==> config.mk <==
export PLATFORM = sky130hd
export DESIGN_NAME = phy_tx
export DESIGN_NICKNAME = d
export VERILOG_FILES = /design/src/rtl/phy_pkg.sv /design/src/rtl/phy_tx_lane.sv /design/src/rtl/phy_tx.sv
export SDC_FILE = /design/constraint.sdc
export NUM_CORES = 1
export LEC_CHECK = 0
export CORE_ASPECT_RATIO = 1.75
export CORE_MARGIN = 1.5
export CORE_UTILIZATION = 42
export CTS_CLUSTER_SIZE = 20
export DETAILED_ROUTE_END_ITERATION = 10
export GPL_ROUTABILITY_DRIVEN = 0
export PLACE_DENSITY = 0.81
export SYNTH_ARGS = -nofsm -noshare
export SYNTH_HDL_FRONTEND = slang
export SYNTH_SLANG_ARGS = --single-unit
==> constraint.sdc <==
create_clock -name clk_8f -period 1.6 [get_ports clk_8f]
set_clock_uncertainty 0.05 [all_clocks]
set_input_delay 0.24 -clock clk_8f [delete_from_list [all_inputs] [get_ports clk_8f]]
set_output_delay 0.24 -clock clk_8f [all_outputs]
set_load 0.02 [all_outputs]
==> src/rtl/phy_pkg.sv <==
// Shared definitions for the two-lane PHY link (phy_tx and phy_rx).
package phy_pkg;

  localparam int          SYM_W              = 8;
  localparam logic [7:0]  COM_SYMBOL         = 8'hBC;
  localparam int          SYNC_COUNT_DEFAULT = 4;

  typedef enum logic {
    SYNC   = 1'b0,
    ACTIVE = 1'b1
  } phy_state_t;

endpackage

==> src/rtl/phy_tx_lane.sv <==
// One transmit lane: byte select, MSB-first shift register and registered serial bit.
module phy_tx_lane
  import phy_pkg::*;
(
  input  logic             clk_8f,
  input  logic             reset,
  input  logic             load,
  input  logic [SYM_W-1:0] data_in,
  input  logic             valid_in,
  input  logic             force_com,
  output logic             data_out
);

  logic [SYM_W-1:0] shift_q;
  logic [SYM_W-1:0] sel_byte;

  // NOTE: give every always_comb output a default first, otherwise a missed branch infers a latch.
  // An X/Z valid makes the condition unknown, which falls through to COM.
  always_comb begin
    sel_byte = COM_SYMBOL;
    if (valid_in && !force_com) sel_byte = data_in;
  end

  // The MSB goes out on the load edge itself, so the line never idles between symbols.
  always_ff @(posedge clk_8f or negedge reset) begin
    if (!reset) begin
      shift_q  <= '0;
      data_out <= 1'b0;
    end else if (load) begin
      shift_q  <= sel_byte;
      data_out <= sel_byte[SYM_W-1];
    end else begin
      shift_q  <= shift_q << 1;
      data_out <= shift_q[SYM_W-2];
    end
  end

endmodule

==> src/rtl/phy_tx.sv <==
// Two-lane PHY transmitter: shared bit counter, training FSM and two serializing lanes.
module phy_tx
  import phy_pkg::*;
#(
  parameter int SYNC_COUNT = SYNC_COUNT_DEFAULT
) (
  input  logic             clk_8f,
  input  logic             reset,
  input  logic [SYM_W-1:0] data_in_0,
  input  logic             valid_in_0,
  input  logic [SYM_W-1:0] data_in_1,
  input  logic             valid_in_1,
  output logic             ready_out,
  output logic             active_out,
  output logic             data_out0,
  output logic             data_out1
);

  phy_state_t state;
  logic [2:0] bit_cnt;
  logic [3:0] sync_cnt;
  logic       load;
  logic       force_com;

  assign load      = (bit_cnt == 3'd7);
  assign force_com = (state == SYNC);
  assign ready_out = (state == ACTIVE) && load;

  // NOTE: sequential state uses non-blocking assignments so every register samples pre-edge values.
  always_ff @(posedge clk_8f or negedge reset) begin
    if (!reset) begin
      state      <= SYNC;
      bit_cnt    <= 3'd7;
      sync_cnt   <= 4'd0;
      active_out <= 1'b0;
    end else begin
      bit_cnt <= bit_cnt + 3'd1;
      if (load && state == SYNC) begin
        sync_cnt <= sync_cnt + 4'd1;
        if (sync_cnt == 4'(SYNC_COUNT - 1)) begin
          state      <= ACTIVE;
          active_out <= 1'b1;
        end
      end
    end
  end

  phy_tx_lane u_lane0 (
    .clk_8f    (clk_8f),
    .reset     (reset),
    .load      (load),
    .data_in   (data_in_0),
    .valid_in  (valid_in_0),
    .force_com (force_com),
    .data_out  (data_out0)
  );

  phy_tx_lane u_lane1 (
    .clk_8f    (clk_8f),
    .reset     (reset),
    .load      (load),
    .data_in   (data_in_1),
    .valid_in  (valid_in_1),
    .force_com (force_com),
    .data_out  (data_out1)
  );

endmodule

==> images/gates.png <==
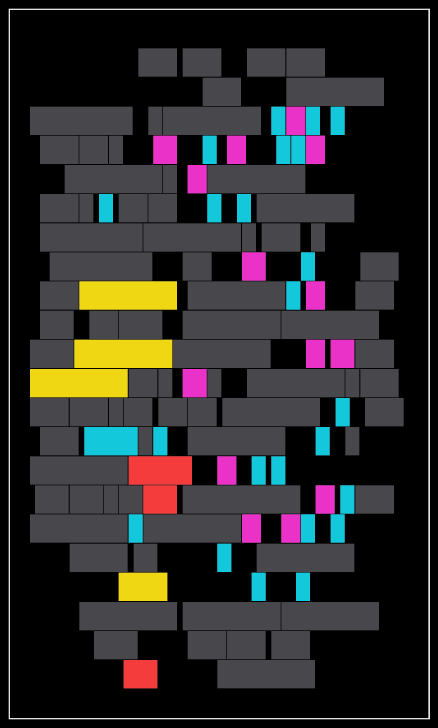
Key: cyan = nor cells [cells 24, most used nor2_1]; red = xor and xnor cells [cells 3]; yellow = fa/ha/maj cells [cells 4, most used ha_4, where middle left]; magenta = aoi and oai cells [cells 14, most used a21oi_1]

==> images/m3.png <==
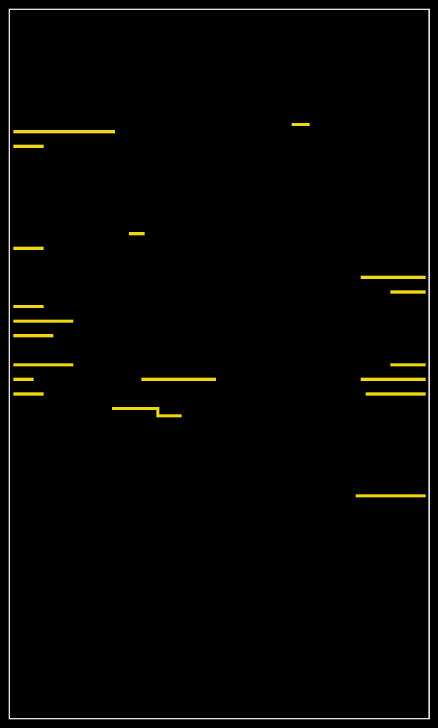
The wires run mostly horizontal. The longest straight run is 9.20 um. The layer holds 4.6% of the routed length.

==> images/m2.png <==
Bar = 10 um.
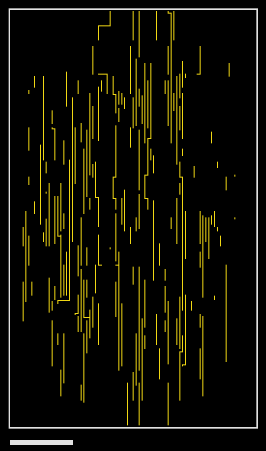
124 nets have wire on it. The layer holds 55% of the routed length. The wires run mostly vertical. The layer carries 952 um of wire.

==> results.cfg <==
; physical design summary
[cells_and_area]
n_antenna_cell = 0
largest_cell_class = sequential cells
drive_gt1_share_pct = 20.5
seq_area_share_pct = 43.9
final_area_sq_um = 1380
num-nonclk-inverters = 5
nNonClkBuffers = 31
logic_area_sq_um = 372
comb_share_pct = 27.0
final_core_util_pct = 64.9
nClkBuffers = 3
logic_gates = 58
flop-count = 24
syn2layout_area_growth_pct = 43.8
ff_latch_area_sq_um = 604
lay_top_count = nor2_1

[timing]
fin_crit_ns = 1.69
finalSetupViolCount = 3
clock.fmax_ghz = 0.592
worst_slack_ns = -0.0886
rsz0062_at_grt = yes
finalHoldViolations = 0
finalMaxSlewViolations = 0
slew_headroom_pct = 80.5
finalClockPeriodUsage_pct = 106
final.setup.tns_ns = -0.219
hold_slack_ns = 0.209

[clock_tree]
root_buffer = clkbuf_4
cts_sinks = 24
clkLatencyLatePin_ns = 0.31
cts.htree.levels = 1

[drt]
ant_nets = 0
drt_iter0_drc = 3
wl_um = 1730
drc = 0
detail_route.wl_per_cell_um = 11.8

[synth]
syn_avg_cell_area_sq_um = 10.6
ys_sh_simple_pct = 15.3
synth_area_sq_um = 956
ys_sh_xor_pct = 2.75
yosysTopAreaCellShare_pct = 55.0
ys_sh_aoi_pct = 8.77
synth.distinct_cells = 16
mappedNetlistNets = 114
synth_warnings = 0
ff_type = dfrtp_1
ys_cells = 90
synth_chip_area_sq_um = 956
top_area_cell = dfrtp_1
ys.flops = 24
area_leaders = dfrtp_1 55%, nor2_1 9.0%, dfstp_2 8.2%
synth-edff-count = 0

[die]
taps = 24
die_h_um = 66.1
initCoreUtil_pct = 45.1
die_area_sq_um = 2580
io_pins = 24
dieWidth_um = 39.1
num_rows = 22

[worst_setup_path]
startpoint_type = flip-flop
worstSetupPathType = reg2out
r2r_start = bit_cnt[0]$_DFF_PN1_
cp-end-kind = primary output
cp.arrival_ns = 1.40
cp-startpoint = bit_cnt[0]$_DFF_PN1_
cp.required_ns = 1.31
critPathMaxFanout = 2

[pwr]
p_per_area_nw_per_um2 = 834
p_leak_nw = 0.618
p_total_mw = 1.15
peakVddDrop_mv = 0.589

[placement]
portBuffers = 23
dpl.cell_count = 140
post-place-ws_ns = -0.245

[status]
status = finished, violations left
violations = setup timing

[worst_hold_path]
hold_path_class = in2async

[run]
openroad.warnings = 29

[grt]
grt_max_degree = 29
antenna_found_initial = 0
-- state kept, by name, summed over array words and instances, names as in the netlist --
| signal | cells |
|---|---|
| state | 1 |
| u_lane1.data_out | 1 |
| u_lane0.data_out | 1 |
| u_lane1.shift_q | 7 |
| bit_cnt | 3 |
| sync_cnt | 4 |
| u_lane0.shift_q | 7 |
-- worst max-delay path, stage by stage, from the launching register on --
cell and delay (ns):
dfstp_2 0.58, ha_4 0.15, ha_4 0.13, and2_4 0.13, buf_6 0.11
-- repair_timing --
| item | 4_1_cts | 5_1_grt |
|---|---|---|
| pin swaps | 1 | 3 |
| gates cloned | 0 | 0 |
| setup endpoints to repair | 4 | 5 |
| gates resized | 12 | 7 |
| setup buffers | 0 | 2 |
| hold buffers | 0 | 0 |
-- synth_stat cells, types with 2 or more instances --
library cell  instances
dfstp_2               3
o22ai_1               4
nand2_1               9
buf_2                 3
inv_1                 5
dfrtp_1              21
ha_1                  4
nor2_1               23
xnor2_1               2
a21oi_1              10
-- power by group --
part           switching [mW]  total (mW)  internal (mW)
Clock                   0.170       0.423          0.253
Combinational          0.0385      0.0949         0.0564
Sequential            0.00490       0.629          0.624
Total                   0.214        1.15          0.934
-- worst paths after layout --
path | endpoint | slack, ns | cells after the start
max in group asynchronous | bit_cnt[2]$_DFF_PN1_ | 1.01 | 2
min reg2reg | bit_cnt[0]$_DFF_PN1_ | 0.43 | 1
max reg2reg | sync_cnt[1]$_DFFE_PN0P_ | -0.09 | 6
min in group clk_8f | u_lane0.shift_q[0]$_DFF_PN0_ | 0.38 | 3
max | ready_out | -0.09 | 4
min | u_lane0.shift_q[0]$_DFF_PN0_ | 0.21 | 2
-- routing by layer --
metal  GRT usage (%)  routed length, um
met1            20.3                655
met2            27.7                951
met3            3.03                 80
met5               0                  0
met4            7.76                 39
Power is estimated from default activity; no workload was simulated.
